==> config.mk <==
export PLATFORM = sky130hd
export DESIGN_NAME = serial_frame_receiver_flat
export DESIGN_NICKNAME = d
export VERILOG_FILES = /design/src/rtl/serial_frame_receiver_if.sv /design/src/rtl/serial_frame_receiver.sv /design/src/flat_wrapper.sv
export SDC_FILE = /design/constraint.sdc
export NUM_CORES = 1
export LEC_CHECK = 0
export CORE_ASPECT_RATIO = 0.7
export CORE_UTILIZATION = 40
export DETAILED_ROUTE_END_ITERATION = 16
export DONT_BUFFER_PORTS = 1
export SLEW_MARGIN = 20
export SYNTH_ARGS = -nofsm -noshare
export SYNTH_HDL_FRONTEND = slang
export SYNTH_SLANG_ARGS = --single-unit
==> constraint.sdc <==
create_clock -name Clock -period 5.5 [get_ports Clock]
set_input_delay 1.375 -clock Clock [delete_from_list [all_inputs] [get_ports Clock]]
set_output_delay 1.375 -clock Clock [all_outputs]
set_load 0.01 [all_outputs]
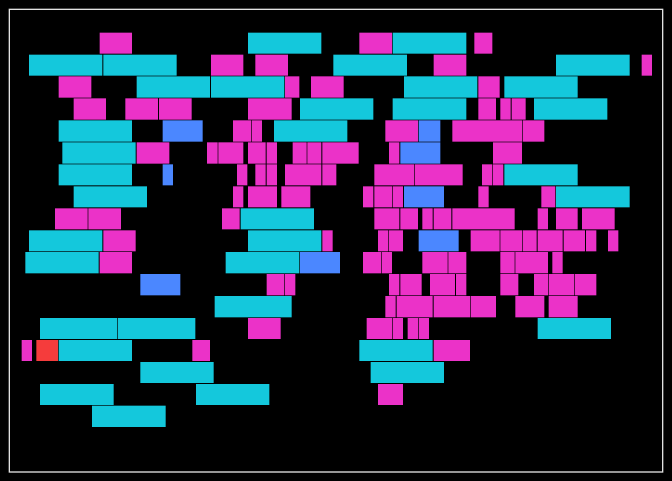
**Above:** placed cells, one color a class.
Key: magenta = remaining logic cells [cells 105]; blue = clock drivers and dummy loads [cells 8]; red = remaining buffers and delay cells [cells 1]; cyan = registers [cells 36]
Layout Utilization: 46.4%
final non-filler cell area: 1880 sq um
sequential fraction of total cell area: 48.2%
area of the placeable core: 4040 sq um

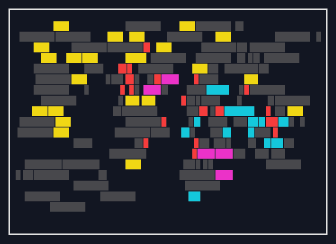
**Above:** logic cells by family.
Key: yellow = mux cells [cells 22, most used mux2_2]; red = nand cells [cells 19, most used nand2_1]; cyan = aoi and oai cells [cells 12, where east]; magenta = fa/ha/maj cells [cells 5, most used ha_1]
non-filler cells, final: 202
share of the final layout cell area in multi-input gates: 41.3%

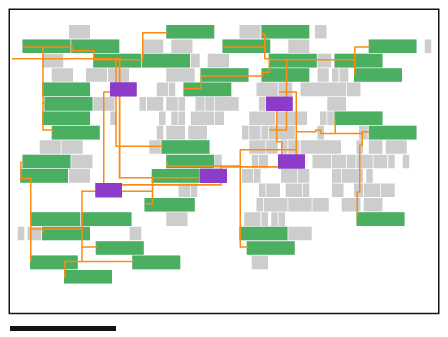
**Above:** clock distribution.
The bar under the picture is 20 microns long.
Key: orange = clock wires [length 468 microns]; purple = clock-net drivers [count 5]; green = flip-flops [count 36]
Position of the flops: all over the die.
relative contribution of the clock network to total power: 29.6%
Max Clock Skew: 0.00562 ns
clk latency late pin: 0.28 ns
clock group total power: 0.000193 W

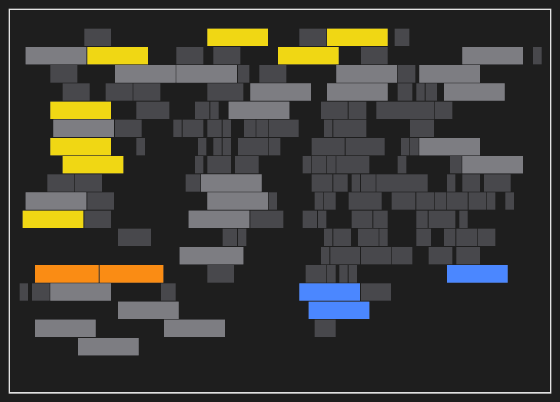
**Above:** sequential cells grouped by signal name.
Other sequential cells in the stronger gray, the rest of the logic in the fainter gray.
Key: orange = u_core.ser_sync_q [placed flops 2]; blue = u_core.cnt_q [placed flops 3]; yellow = u_core.rx.Data [placed flops 8]
Another 23 sequential cells are not colored.
power of the sequential group: 0.000316 W
flip-flop and latch area: 905 sq um

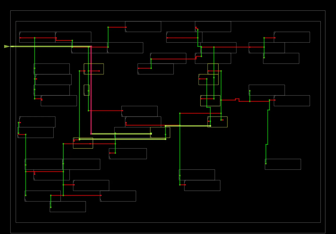
**Above:** the clock network.
clock buffer count in the final layout: 7
total number of clock tree sinks: 36
num sequential: 36
total CTS buffers: 5

==> run summary <==
Implementation summary

The layout net count is approximately 160. According to the timing report, the data required time at the worst endpoint equals 4.12 ns. The wire length per cell is between 10 and 15 microns.

The count of standard-cell rows is 19. Per the final timing report, the hold violations number 0. The worst supply voltage drop on vdd is 0.142 mV. The maximum single-stage delay on the critical path is 0.51 ns. The remaining max-slew budget at the tightest pin is 60.6%. The effective utilization at floorplan is 43.0%. In the CTS report, the clock slew at the register clock pins of the worst setup and hold paths is listed as 0.07 ns. The number of global-route vias before repair is 1063. After synthesis the cells add up to 1740 sq um. Looking at the max-slew report, the worst-margin pin has a slew of just under 0.6 ns.

The flow ran to the end, and the final reports show no timing, DRC or antenna violations. The detail route stage leaves a number of antenna-violating nets equal to 0. In this run, post-CTS hold repair placed 0 buffers.

The worst setup path is of the reg2out kind. The final route contains 1084 vias. Per the OpenROAD power report, leakage power amounts to 0.886 nW.

The chip width is about 81 microns. The TritonCTS clock tree is done. The vertical die size is 57.2 microns. The post-layout minimum cycle time is 2.65 ns. RePlAce ended its routability-driven mode at a weighted congestion of 0.798. The initial antenna violation count was 0.

The number of nets handed over by synthesis was roughly 160. The synthesis run shows the most used standard cells to be dfrtp_1 (33), mux2_2 (16), nand2_1 (12). The multi-input combinational cells in the finished layout cover a total of a little under 800 sq um.

The OpenROAD report gives the critical path a data arrival time of 1.28 ns.
## area by class of cell
class                   count  share of cell area (%)
clock buffers               7                    4.60
clock inverters             1                   0.400
inverters                   8                    1.60
multi-input cells          97                    41.3
flip-flops and latches     36                    48.2
well taps                  52                    3.47
repair buffers              1                   0.400
## report_power, final
| part | internal (W) | leakage (nW) | switching (W) |
|---|---|---|---|
| combinational | 0.0000662 | 0.371 | 0.0000763 |
| sequential | 0.000284 | 0.470 | 0.0000313 |
| clock | 0.000102 | 0.0445 | 0.0000908 |
## layer usage
metal	wire, microns	track usage, %	vias to the layer above
met5	0	0	-
met4	22	6.63	0
met3	150	5.76	2
met2	1340	20.3	23
met1	1480	20.8	543
li1	-	-	516
## cells by family (layout without fill, tap and decap cells)
kind of cell,after synthesis,after routing,share of synthesized area (%)
and+or+nand+nor,49,49,16.7
DFF,36,36,52.1
muxes,22,22,14.3
AOI/OAI and AO/OA,19,19,9.36
buffers and inverters,14,17,3.31
adders and majority gates,5,5,3.60
other,1,1,0.216
xor gates and xnor gates,1,1,0.504
## per-stage QoR
step	std cells	utilization, %	cell area (sq um)	power [W]	setup slack [ns]
after floorplan	147	-	1740	0.000435	3.09
after global placement	194	44.1	1780	0.000458	2.97
after detailed placement	194	44.1	1780	0.000464	2.91
after CTS	202	46.4	1880	0.000662	2.84
after global routing	202	46.4	1880	0.000696	2.78
final	202	46.4	1880	0.000651	2.85
## worst register-to-register path: cells and delay by family (launching register included)
kind,cells,cell delay [ns]
muxes,1,0.33
and+or+nand+nor,2,0.81
adders and majority gates,1,0.23
AOI/OAI and AO/OA,2,0.37
DFF,1,0.43
## cell usage in the layout (no fill, tap or decap), drive strengths merged, types with 2 or more instances in the layout
| master | count |
|---|---|
| clkbuf | 7 |
| o21ai | 2 |
| and3 | 2 |
| nor2 | 10 |
| ha | 5 |
| and2b | 2 |
| nor4b | 2 |
| dfstp | 3 |
| o211ai | 2 |
| nor3 | 4 |
| mux2i | 3 |
| dfrtp | 33 |
| mux2 | 19 |
| nor2b | 3 |
| nand4 | 3 |
| nand3 | 2 |
| inv | 8 |
| a21oi | 3 |
| a21o | 3 |
| nand2 | 12 |
Power is estimated from default activity; no workload was simulated.
